===== src/rtl/modn_updown_counter.sv =====
// Modulo-MOD up/down counter with enable, parallel load, terminal count and wrap pulse.
// Define MODN_CNT_SAT_EN to build the saturating variant (no wrap-around).
module modn_updown_counter #(
    parameter int MOD   = 5,
    parameter int WIDTH = 3
) (
    input  logic             clk,
    input  logic             reset,
    input  logic             en,
    input  logic             up_dn,
    input  logic             load,
    input  logic [WIDTH-1:0] load_val,
    output logic [WIDTH-1:0] out,
    output logic             tc,
    output logic             wrap,
    output logic             load_err
);

    if (MOD < 2 || MOD > 2**WIDTH) begin : g_bad_mod
        $error("modn_updown_counter: MOD must satisfy 2 <= MOD <= 2**WIDTH");
    end

    localparam logic [WIDTH-1:0] MAX = WIDTH'(MOD - 1);
    localparam logic [WIDTH:0]   LIM = (WIDTH+1)'(MOD);

    logic at_max;
    logic at_min;
    logic load_ok;

    assign at_max  = (out == MAX);
    assign at_min  = (out == '0);
    // One extra bit so MOD == 2**WIDTH compares correctly
    assign load_ok = ({1'b0, load_val} < LIM);
    assign tc      = en & (up_dn ? at_max : at_min);

    always_ff @(posedge clk) begin
        if (reset) begin
            out      <= '0;
            wrap     <= 1'b0;
            load_err <= 1'b0;
        end else begin
            wrap     <= 1'b0;
            load_err <= 1'b0;
            if (load) begin
                if (load_ok) begin
                    out <= load_val;
                end else begin
                    out      <= '0;
                    load_err <= 1'b1;
                end
            end else if (en) begin
                if (up_dn) begin
                    if (at_max) begin
`ifdef MODN_CNT_SAT_EN
                        out <= MAX;
`else
                        out  <= '0;
                        wrap <= 1'b1;
`endif
                    end else begin
                        out <= out + WIDTH'(1);
                    end
                end else begin
                    if (at_min) begin
`ifdef MODN_CNT_SAT_EN
                        out <= '0;
`else
                        out  <= MAX;
                        wrap <= 1'b1;
`endif
                    end else begin
                        out <= out - WIDTH'(1);
                    end
                end
            end
        end
    end

endmodule


===== config.mk =====
export PLATFORM = sky130hd
export DESIGN_NAME = modn_updown_counter
export DESIGN_NICKNAME = d
export VERILOG_FILES = /design/src/rtl/modn_updown_counter.sv
export SDC_FILE = /design/constraint.sdc
export NUM_CORES = 1
export LEC_CHECK = 0
export CAP_MARGIN = 20
export CORE_AREA = 2 2 39 41
export CTS_CLUSTER_DIAMETER = 60
export DETAILED_ROUTE_END_ITERATION = 8
export DIE_AREA = 0 0 41 43
export MAX_ROUTING_LAYER = met4
export PLACE_DENSITY = 0.5
export SYNTH_ARGS = -nofsm -noshare
export SYNTH_HDL_FRONTEND = slang
export SYNTH_SLANG_ARGS = --single-unit

===== constraint.sdc =====
create_clock -name clk -period 1.3 [get_ports clk]
set_input_delay 0.195 -clock clk [delete_from_list [all_inputs] [get_ports clk]]
set_output_delay 0.195 -clock clk [all_outputs]
set_load 0.005 [all_outputs]

==> images/clock_wires.png <==
Drawn at 12 px/micron.
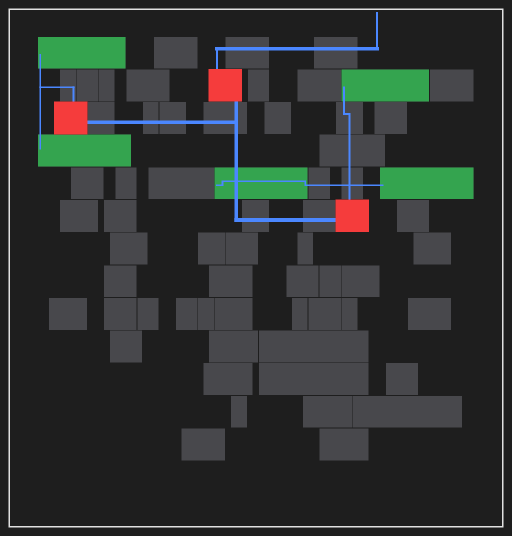
Key: flip-flops = green [count 5]; clock-net drivers = red [count 3]; clock wires = blue [length 92.2 microns]
There are 4 routed clock nets.
worst clock skew: 5.33 ps
Clk pwr share: 33.9%
Latency at later pin: 250 ps

==> images/m2.png <==
Drawn at 8 px/micron.
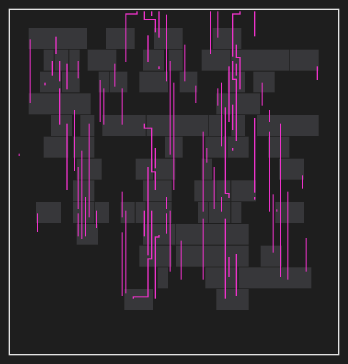
The layer carries 415 microns of wire. The longest straight run is 19.0 microns.
via count: 368
grt met2 use: 15.6%
Detailed Route WL: 896 microns

==> flow_summary.json <==
{
  "numCtsBuffers": 3,
  "setup_ws_ps": 5.25,
  "hold_violations": 0,
  "crit_start": "out[0]$_SDFFE_PP0P_",
  "slew_headroom_pct": 82.9,
  "drt_iter0_drc": 1,
  "wl_per_cell_microns": 10.8,
  "holdBufCountCts": 0,
  "pre_cts_ws_ps": -412,
  "grt_overflow_total": 0,
  "setup_tns_ps": 0,
  "dp_hpwl_microns": 667,
  "power_density_nw_per_um2": 836,
  "grt_max_degree": 7,
  "drive_gt1_share_pct": 47.8,
  "diodes": 0,
  "vdd_ir_drop_max_mv": 0.500,
  "ctsHtreeMaxLevel": 1,
  "syn_inst": 39,
  "fmax_ghz": 0.772,
  "rsz0062_at_grt": "true",
  "maxCapViolations": 0,
  "syn-num-nets": 50,
  "hp-class": "in -> reg",
  "avgSynthCellArea_sq_um": 8.47,
  "num-nets-final": 79,
  "setup_violations": 0,
  "synth_cell_types": 18,
  "clkTransAtPathRegs_ps": 50,
  "p_leak_nw": 0.279,
  "rows": 14,
  "start_kind": "flop",
  "drtAntennaViolNets": 0,
  "coreArea_sq_um": 1380,
  "drtPass1Iterations": 2,
  "arrival_ps": 1430,
  "hold_start": "up_dn",
  "synthesis.area_sq_um": 330,
  "cts_tree": "yes",
  "ys_seq_elements": 5,
  "viasPerCell": 4.43,
  "whs_ps": 540,
  "warnings": 29,
  "layout_top_cells": "buf_4, clkdlybuf4s50_1, a21oi_1, dlygate4sd2_1",
  "finalCritPeriodShare_pct": 99.6,
  "ys_area_sq_um": 330,
  "fp-utilization_pct": 23.9,
  "nFillCells": 141,
  "die_area_sq_um": 1760,
  "io_pins": 14,
  "mostFrequentLayoutCell": "buf_4",
  "clock-sinks": 5,
  "reg2reg_from": "out[0]$_SDFFE_PP0P_",
  "place_area_sq_um": 553,
  "path_max_fanout": 2,
  "drc": 0,
  "required_ps": 1430,
  "worst_pin_slew_ps": 256,
  "first_global_vias": 334,
  "ys_seq_share_pct": 30.3,
  "post-route-cell-area_sq_um": 647,
  "place_congestion": 0.752,
  "synth_stat.cells": 39,
  "period_needed_ps": 1290,
  "critPathKind": "reg -> reg",
  "track_usage_pct": 12.6,
  "antenna_found_initial": 0,
  "cts-root-buf": "clkbuf_4",
  "area_delta_synth_final_pct": 95.8,
  "cts_buffer_depth": 2,
  "timing.final.max_slew_violations": 0,
  "grt_pass1_wl_microns": 1350,
  "yosys_warnings": 0,
  "status": "completed",
  "cp-end-kind": "flop"
}
==> images/pinout.png <==
Drawn at 6 px/micron. Pins as bars across the die edge, other pins in gray.
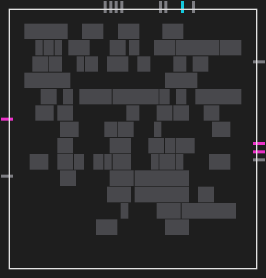
Key: out = magenta [pins 3, direction output, edge 2 right, 1 left]; load = cyan [pins 1, direction input, edge top]
All pins by edge: 8 top, 4 right, 2 left.
count of buffers from port buffering: 13
Die W: 41 microns
chip height: 43 microns

-- cells by family after synthesis --
| group | count (synthesis) | synth area share (%) |
|---|---|---|
| xor+xnor | 1 | 2.65 |
| compound gates | 10 | 23.5 |
| simple gates | 15 | 24.2 |
| buf+inv | 5 | 7.95 |
| flops | 5 | 30.3 |
| fa+ha+maj | 3 | 11.4 |
-- cell usage after synthesis, drive strengths merged --
| cell | instances | area, sq um |
|---|---|---|
| nand2 | 3 | 13.8 |
| nor4 | 2 | 12.5 |
| o211ai | 1 | 7.51 |
| inv | 4 | 15.0 |
| o21ai | 1 | 5.00 |
| xnor2 | 1 | 8.76 |
| nand3 | 2 | 15.0 |
| nor2 | 3 | 11.3 |
| a21o | 2 | 15.0 |
| dfxtp | 5 | 100 |
| a21oi | 4 | 20.0 |
| buf | 1 | 11.3 |
| ha | 3 | 37.5 |
| a221oi | 2 | 30.0 |
| nand2b | 2 | 12.5 |
| nor3 | 3 | 15.0 |
-- per-layer routing --
metal	vias to the layer above	global-route usage [%]	share of wire [%]
met5	-	-	0
met4	0	4.00	1.1
met2	11	15.6	46
li1	196	-	-
met1	158	15.4	45
met3	3	9.42	7.1
-- sequential cells by signal, indices dropped and copies added, names as in the netlist --
register / count
load_err: 1
out: 3
wrap: 1
-- metrics by stage --
stage	cells	util (%)	total power, mW
global placement	78	40.0	0.330
CTS	82	43.0	0.527
finish	83	46.7	0.541
floorplan	39	-	0.235
global route	83	46.7	0.586
detailed placement	78	40.0	0.331
-- what timing repair did --
action,in CTS,in global routing
setup endpoints to repair,6,3
gates resized,18,9
setup buffers,0,1
cloned,0,0
hold endpoints to repair,0,0
pin swaps,5,8
-- final timing paths --
kind                                            end  slack [ps]  cells past startpoint
worst max-delay path            out[2]$_SDFFE_PP0P_           5                      7
worst min-delay path                wrap$_SDFF_PP0_         540                      5
worst max register to register  out[2]$_SDFFE_PP0P_           5                      7
worst min register to register  out[2]$_SDFFE_PP0P_         640                      3
-- worst max-delay path: stages, from the launching register on --
cell and delay (ps):
dfxtp_2 330, inv_2 50, buf_6 110, ha_4 150
nor3_2 150, a21oi_1 60, a21o_1 170, a21o_1 140
-- area by class of cell --
cell class | count | area [sq um] | share of cell area, %
well taps | 16 | 20.0 | 3.09
flip-flops and latches | 5 | 104 | 16.1
multi-input cells | 29 | 260 | 40.2
repair buffers | 25 | 221 | 34.2
clock buffers | 4 | 26.3 | 4.06
inverters | 4 | 15.0 | 2.32
-- power breakdown --
group	internal, mW	switching [mW]	leakage, nW
logic	0.107	0.0817	0.222
clock network	0.116	0.0667	0.0150
registers	0.164	0.00482	0.0421
Power and IR drop assume default switching activity.
